`config.mk`:
```
export PLATFORM = sky130hd
export DESIGN_NAME = core_mem_arbiter_flat
export DESIGN_NICKNAME = d
export VERILOG_FILES = /design/src/rtl/core_mem_arbiter_if.sv /design/src/rtl/core_mem_arbiter.sv /design/src/flat_wrapper.sv
export SDC_FILE = /design/constraint.sdc
export NUM_CORES = 1
export LEC_CHECK = 0
export ABC_AREA = 1
export CAP_MARGIN = 20
export CORE_UTILIZATION = 36
export DETAILED_ROUTE_END_ITERATION = 16
export PLACE_DENSITY = 0.92
export SLEW_MARGIN = 10
export SYNTH_ARGS = -nofsm -noshare
export SYNTH_HDL_FRONTEND = slang
export SYNTH_SLANG_ARGS = --single-unit
```
`constraint.sdc`:
```
create_clock -name clk -period 3.75 [get_ports clk]
set_clock_uncertainty 0.1 [all_clocks]
set_input_delay 0.375 -clock clk [delete_from_list [all_inputs] [get_ports clk]]
set_output_delay 0.375 -clock clk [all_outputs]
set_load 0.02 [all_outputs]
```
`src/rtl/core_mem_arbiter_if.sv`:
```
// Bundle of the fetch, load/store and memory-side handshake signals around core_mem_arbiter.
// slave = arbiter view, master = environment (core + memory) view.
interface core_mem_arbiter_if;
    logic        if_req_valid;
    logic        if_req_ready;
    logic [31:0] if_addr;
    logic        if_flush;
    logic        if_resp_valid;
    logic [31:0] if_rdata;

    logic        ls_req_valid;
    logic        ls_req_ready;
    logic [31:0] ls_addr;
    logic        ls_we;
    logic [3:0]  ls_be;
    logic [31:0] ls_wdata;
    logic        ls_resp_valid;
    logic [31:0] ls_rdata;

    logic        mem_req_valid;
    logic        mem_req_ready;
    logic [31:0] mem_addr;
    logic        mem_we;
    logic [3:0]  mem_be;
    logic [31:0] mem_wdata;
    logic        mem_resp_valid;
    logic [31:0] mem_rdata;

    modport slave (
        input  if_req_valid, if_addr, if_flush,
        output if_req_ready, if_resp_valid, if_rdata,
        input  ls_req_valid, ls_addr, ls_we, ls_be, ls_wdata,
        output ls_req_ready, ls_resp_valid, ls_rdata,
        output mem_req_valid, mem_addr, mem_we, mem_be, mem_wdata,
        input  mem_req_ready, mem_resp_valid, mem_rdata
    );

    modport master (
        output if_req_valid, if_addr, if_flush,
        input  if_req_ready, if_resp_valid, if_rdata,
        output ls_req_valid, ls_addr, ls_we, ls_be, ls_wdata,
        input  ls_req_ready, ls_resp_valid, ls_rdata,
        input  mem_req_valid, mem_addr, mem_we, mem_be, mem_wdata,
        output mem_req_ready, mem_resp_valid, mem_rdata
    );
endinterface

```
`src/rtl/core_mem_arbiter.sv`:
```
// Single-outstanding arbiter sharing one memory port between fetch and load/store (LS priority,
// bounded fetch starvation). Define CORE_MEM_ARB_PERF_CNT_EN to add grant/stall counters.
module core_mem_arbiter #(
    parameter int unsigned STARVE_LIMIT = 4,
    parameter int unsigned CNT_W        = 3
) (
    input  logic              clk,
    input  logic              rst,
    core_mem_arbiter_if.slave bus
`ifdef CORE_MEM_ARB_PERF_CNT_EN
    ,
    output logic [31:0]       if_grant_cnt,
    output logic [31:0]       ls_grant_cnt,
    output logic [31:0]       stall_cnt
`endif
);

    typedef enum logic [1:0] {S_IDLE, S_REQ, S_RESP} state_t;
    typedef enum logic {OWN_IF, OWN_LS} owner_t;

    localparam logic [CNT_W-1:0] LIMIT = CNT_W'(STARVE_LIMIT);

    state_t           state_q, state_d;
    owner_t           owner_q;
    logic [CNT_W-1:0] starve_cnt_q;
    logic             flushed_q;
    logic [31:0]      mem_addr_q;
    logic             mem_we_q;
    logic [3:0]       mem_be_q;
    logic [31:0]      mem_wdata_q;

    logic             if_req_eff;
    logic             grant_if, grant_ls;
    logic             if_resp, ls_resp;
    logic [31:0]      if_rdata_c, ls_rdata_c;

    function automatic logic [CNT_W-1:0] sat_inc(input logic [CNT_W-1:0] v);
        return (v >= LIMIT) ? v : v + CNT_W'(1);
    endfunction

    // A flush in the request cycle withdraws the fetch request.
    assign if_req_eff = bus.if_req_valid & ~bus.if_flush;

    always_comb begin
        state_d    = state_q;
        grant_if   = 1'b0;
        grant_ls   = 1'b0;
        if_resp    = 1'b0;
        ls_resp    = 1'b0;
        if_rdata_c = '0;
        ls_rdata_c = '0;
        unique case (state_q)
            S_IDLE: begin
                // Readys stay low while reset is held, since they are combinational.
                if (!rst) begin
                    if (if_req_eff && (!bus.ls_req_valid || starve_cnt_q >= LIMIT))
                        grant_if = 1'b1;
                    else if (bus.ls_req_valid)
                        grant_ls = 1'b1;
                end
                if (grant_if || grant_ls)
                    state_d = S_REQ;
            end
            S_REQ: begin
                if (bus.mem_req_ready)
                    state_d = S_RESP;
            end
            S_RESP: begin
                if (bus.mem_resp_valid) begin
                    state_d = S_IDLE;
                    if (owner_q == OWN_IF) begin
                        if_resp    = ~(flushed_q | bus.if_flush);
                        if_rdata_c = bus.mem_rdata;
                    end else begin
                        ls_resp    = 1'b1;
                        ls_rdata_c = bus.mem_rdata;
                    end
                end
            end
            default: state_d = S_IDLE;
        endcase
    end

    always_ff @(posedge clk or posedge rst) begin
        if (rst) begin
            state_q      <= S_IDLE;
            owner_q      <= OWN_IF;
            starve_cnt_q <= '0;
            flushed_q    <= 1'b0;
            mem_addr_q   <= '0;
            mem_we_q     <= 1'b0;
            mem_be_q     <= '0;
            mem_wdata_q  <= '0;
        end else begin
            state_q <= state_d;
            if (grant_if) begin
                owner_q      <= OWN_IF;
                mem_addr_q   <= bus.if_addr;
                mem_we_q     <= 1'b0;
                mem_be_q     <= 4'hF;
                mem_wdata_q  <= '0;
                starve_cnt_q <= '0;
            end else if (grant_ls) begin
                owner_q     <= OWN_LS;
                mem_addr_q  <= bus.ls_addr;
                mem_we_q    <= bus.ls_we;
                mem_be_q    <= bus.ls_be;
                mem_wdata_q <= bus.ls_wdata;
                if (if_req_eff)
                    starve_cnt_q <= sat_inc(starve_cnt_q);
            end
            // The transaction always runs to completion; a flush only hides its response.
            if (state_d == S_IDLE)
                flushed_q <= 1'b0;
            else if (state_q != S_IDLE && owner_q == OWN_IF && bus.if_flush)
                flushed_q <= 1'b1;
        end
    end

    assign bus.if_req_ready  = grant_if;
    assign bus.ls_req_ready  = grant_ls;
    assign bus.if_resp_valid = if_resp;
    assign bus.ls_resp_valid = ls_resp;
    assign bus.if_rdata      = if_rdata_c;
    assign bus.ls_rdata      = ls_rdata_c;
    assign bus.mem_req_valid = (state_q == S_REQ);
    assign bus.mem_addr      = mem_addr_q;
    assign bus.mem_we        = mem_we_q;
    assign bus.mem_be        = mem_be_q;
    assign bus.mem_wdata     = mem_wdata_q;

`ifdef CORE_MEM_ARB_PERF_CNT_EN
    always_ff @(posedge clk or posedge rst) begin
        if (rst) begin
            if_grant_cnt <= '0;
            ls_grant_cnt <= '0;
            stall_cnt    <= '0;
        end else begin
            if (grant_if)
                if_grant_cnt <= if_grant_cnt + 32'd1;
            if (grant_ls)
                ls_grant_cnt <= ls_grant_cnt + 32'd1;
            if (state_q == S_REQ && !bus.mem_req_ready)
                stall_cnt <= stall_cnt + 32'd1;
        end
    end
`endif

endmodule

```
`src/flat_wrapper.sv`:
```
// flat-port wrapper written by rule: the top's interface ports become plain ports
module core_mem_arbiter_flat 
#(
    parameter int unsigned STARVE_LIMIT = 4,
    parameter int unsigned CNT_W        = 3
)
  (clk, rst, bus_if_req_valid, bus_if_addr, bus_if_flush, bus_if_req_ready, bus_if_resp_valid, bus_if_rdata, bus_ls_req_valid, bus_ls_addr, bus_ls_we, bus_ls_be, bus_ls_wdata, bus_ls_req_ready, bus_ls_resp_valid, bus_ls_rdata, bus_mem_req_valid, bus_mem_addr, bus_mem_we, bus_mem_be, bus_mem_wdata, bus_mem_req_ready, bus_mem_resp_valid, bus_mem_rdata);
  core_mem_arbiter_if bus_i ();
  input  logic clk;
  input  logic rst;
  input wire logic [$bits(bus_i.if_req_valid)-1:0] bus_if_req_valid;
  input wire logic [$bits(bus_i.if_addr)-1:0] bus_if_addr;
  input wire logic [$bits(bus_i.if_flush)-1:0] bus_if_flush;
  output wire logic [$bits(bus_i.if_req_ready)-1:0] bus_if_req_ready;
  output wire logic [$bits(bus_i.if_resp_valid)-1:0] bus_if_resp_valid;
  output wire logic [$bits(bus_i.if_rdata)-1:0] bus_if_rdata;
  input wire logic [$bits(bus_i.ls_req_valid)-1:0] bus_ls_req_valid;
  input wire logic [$bits(bus_i.ls_addr)-1:0] bus_ls_addr;
  input wire logic [$bits(bus_i.ls_we)-1:0] bus_ls_we;
  input wire logic [$bits(bus_i.ls_be)-1:0] bus_ls_be;
  input wire logic [$bits(bus_i.ls_wdata)-1:0] bus_ls_wdata;
  output wire logic [$bits(bus_i.ls_req_ready)-1:0] bus_ls_req_ready;
  output wire logic [$bits(bus_i.ls_resp_valid)-1:0] bus_ls_resp_valid;
  output wire logic [$bits(bus_i.ls_rdata)-1:0] bus_ls_rdata;
  output wire logic [$bits(bus_i.mem_req_valid)-1:0] bus_mem_req_valid;
  output wire logic [$bits(bus_i.mem_addr)-1:0] bus_mem_addr;
  output wire logic [$bits(bus_i.mem_we)-1:0] bus_mem_we;
  output wire logic [$bits(bus_i.mem_be)-1:0] bus_mem_be;
  output wire logic [$bits(bus_i.mem_wdata)-1:0] bus_mem_wdata;
  input wire logic [$bits(bus_i.mem_req_ready)-1:0] bus_mem_req_ready;
  input wire logic [$bits(bus_i.mem_resp_valid)-1:0] bus_mem_resp_valid;
  input wire logic [$bits(bus_i.mem_rdata)-1:0] bus_mem_rdata;
  assign bus_i.if_req_valid = bus_if_req_valid;
  assign bus_i.if_addr = bus_if_addr;
  assign bus_i.if_flush = bus_if_flush;
  assign bus_if_req_ready = bus_i.if_req_ready;
  assign bus_if_resp_valid = bus_i.if_resp_valid;
  assign bus_if_rdata = bus_i.if_rdata;
  assign bus_i.ls_req_valid = bus_ls_req_valid;
  assign bus_i.ls_addr = bus_ls_addr;
  assign bus_i.ls_we = bus_ls_we;
  assign bus_i.ls_be = bus_ls_be;
  assign bus_i.ls_wdata = bus_ls_wdata;
  assign bus_ls_req_ready = bus_i.ls_req_ready;
  assign bus_ls_resp_valid = bus_i.ls_resp_valid;
  assign bus_ls_rdata = bus_i.ls_rdata;
  assign bus_mem_req_valid = bus_i.mem_req_valid;
  assign bus_mem_addr = bus_i.mem_addr;
  assign bus_mem_we = bus_i.mem_we;
  assign bus_mem_be = bus_i.mem_be;
  assign bus_mem_wdata = bus_i.mem_wdata;
  assign bus_i.mem_req_ready = bus_mem_req_ready;
  assign bus_i.mem_resp_valid = bus_mem_resp_valid;
  assign bus_i.mem_rdata = bus_mem_rdata;
  core_mem_arbiter #(.STARVE_LIMIT(STARVE_LIMIT), .CNT_W(CNT_W)) u_core (.clk(clk), .rst(rst), .bus(bus_i));
endmodule
```
Fig. 1: cell outlines without signal wires
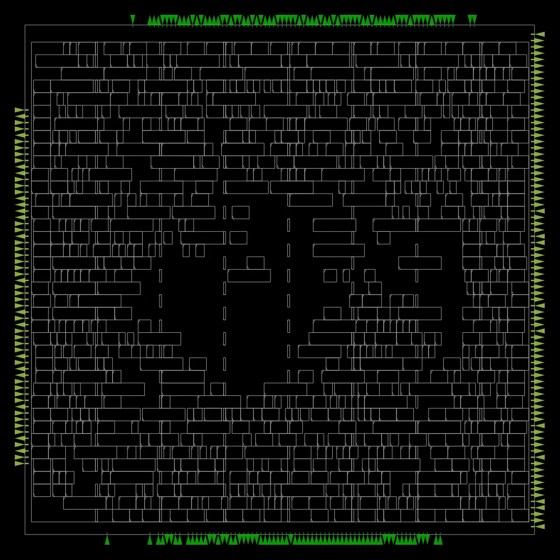
final core occ: 65.8%
Seq/total area: 26.1%

Fig. 2: gate families picked out
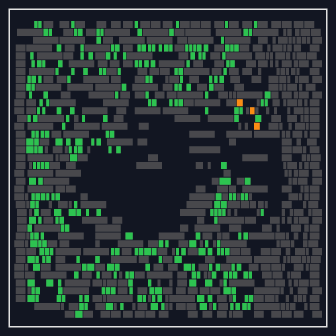
legend:
  orange:
    family: inverting AOI/OAI gates
    cells: 3
  green:
    family: NAND gates
    cells: 292
    most_used: nand2_1
    where: spread over the die
logic share of the area: 24.2%
non-filler cells in the finished layout: 972
most frequent logic cell in the layout: clkdlybuf4s50_1

Fig. 3: metal 2
Cells faint in the background.
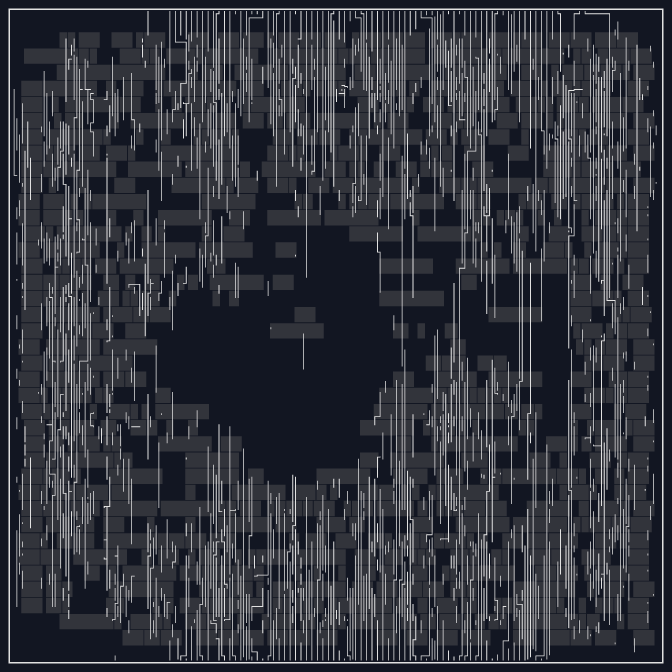
main direction: vertical
nets with wire on the layer: 751
share of all routed wire: 53%
wire length on this layer: 7,340 um

==> results.txt <==
tool warnings: 28
GRT Overall Usage: 22.6%
met2 Resource Use GR: 41.8%
placed cells: 956
vias in the first global route: 4,351
most common cell in the netlist: nand2_1
Clock transition at path regs: 60 ps
Syn Std Cell Area: 4180 um^2
proportion of layout cells with a drive suffix above 1: 4.69%
Met2 Routed Length: 7.34 mm
Slowest cell on crit path: clkdlybuf4s50_1
wire length on met3: 1.03 mm
registers: 76
comb_multi_in: 373
Synth Flop Type: dfrtp_1
register area share after synthesis: 45.5%
Final Hold Violation Tally: 0
Reg area: 1900 um^2
max_cap viols: 0
RD Place Congestion: 0.764
first-pass GRT wire length: 20.9 mm
PortBufs: 277
WHS: 399 ps
Area-dominant class: buffers
site row count: 38
Residual DRC: 0
delay of the slowest critical-path stage: 660 ps
ant diodes: 0
ao+oa area frac: 0.419%
simple share: 40.9%
most frequent cells in the layout: clkdlybuf4s50_1, nand2_1, nand3_1
Logic inverters: 79
CP arrival: 2560 ps
Nets: 969
Top Consumer: combinational cells
initial antenna violation count: 0
Max Root-Sink Buffers: 2
Syn Area/Cell: 7.36 um^2
XOR Share, Synth: 0.209%
Seq pwr share: 32.2%
number of non-clock buffers: 288
routed wire length: 13.9 mm
combinational share of power: 47.1%
pre-CTS setup slack: 692 ps
reg-to-reg critical path endpoint: u_core.flushed_q$_DFFE_PP0P_
Yosys top cell by area: dfrtp_1
io pins: 278
Seq group: 1.34 mW
Tmin final: 3040 ps
Total Power: 4.15 mW
clock network area share: 4.02%
number of gates resized after CTS: 0
Final Max Slew Viols: 0
Slew @ Worst Pin: 983 ps
cells along the critical path: clkdlybuf4s50_1 > nand2_1 > buf_4 > nor3_1 > clkdlybuf4s50_1
Hold Path End: u_core.bus.mem_wdata[17]$_DFFE_PP0P_
CP Capture Type: output port
top comb family, area: simple AND/OR/NAND/NOR gates
Syn Nets: 710
PwrDens: 569 nW/um^2
total grt overflow: 0
Final WS setup: 711 ps
Num Clock Sinks: 76
Multi-input gate area: 1770 um^2
Yosys Instances: 568
CTS Buf Count: 9
CP required: 3270 ps
clock buf count: 10
Hold Path Class: reg -> reg
Max IR drop VDD: 372 uV
CP Capture Point: bus_if_rdata[26]
number of DRC markers in iteration 0: 380
Crit path depth: 5
Synth flops: 76
Signal buf overhead: 39.2%
post-synthesis adder-cell area fraction: 0.598%
post-route cell area: 7290 um^2
fin crit share: 81.1%
Fmax: 329 MHz
sw frac: 37.6%
setup violators final: 0
status: completed
internal power: 2.59 mW
biggest area cells: dfrtp_1, nand2_1, nand3_1, inv_1, nand3b_1
CTS tree: done
Init Core Util: 37.7%
H-tree levels: 3
synth cell count leaders: nand2_1, nand3_1, dfrtp_1, inv_1, nor2_1
worst reg-to-reg path cell count: 8
grt met3 use: 4.51%
RR Startpoint: u_core.state_q[0]$_DFF_PP0_
met1 Use GR: 24.7%
tally of yosys warning messages: 0
Most Used Layer, Global Route: met2
Crit Path Class: in -> out
CP Max Fanout: 28
Yosys cell types: 23
DR WL/cell: 14.3 um
Post-DP HPWL: 10.1 mm
number of enable flip-flop cells: 0
cell family with most CP delay: buffers and inverters
area post-placement: 7000 um^2
Hold Crit Depth: 2
CP startpoint kind: input pin
Top cell area share: 45.5%
wire length on met1: 5.15 mm
relative slew slack: 34.5%
routed vias: 4,654
vias per cell: 4.79
synthesis area per yosys: 4180 um^2
Taps Inserted: 140
RSZ-0062 raised after global routing: false
Fig. 4: cells colored by class
Scale bar: 20 um.
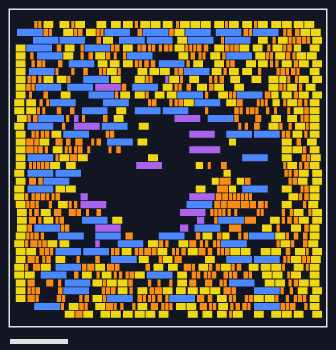
legend:
  yellow:
    class: other buffers and delay cells
    cells: 288
    share_of_their_area: 40%
  orange:
    class: combinational and other logic
    cells: 452
    share_of_their_area: 29%
  blue:
    class: flops
    cells: 76
    share_of_their_area: 27%
  purple:
    class: clock drivers and dummy loads
    cells: 16
    share_of_their_area: 4.1%

Fig. 5: clock distribution
Scale bar: 20 um.
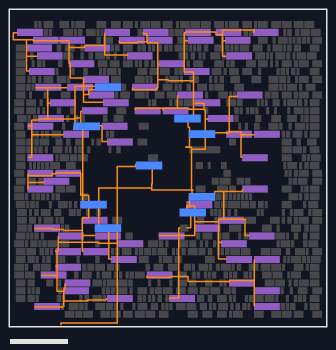
legend:
  blue:
    item: clock drivers
    count: 9
  orange:
    item: clock wires
    length: 1,040 um
  purple:
    item: flip-flops
    count: 76
routed clock nets: 10
Clock power frac: 20.6%
Clk. pwr: 0.857 mW
clk_lat worst skew: 320 ps

Power figures rest on the tool's default switching activity, not on a simulated workload.
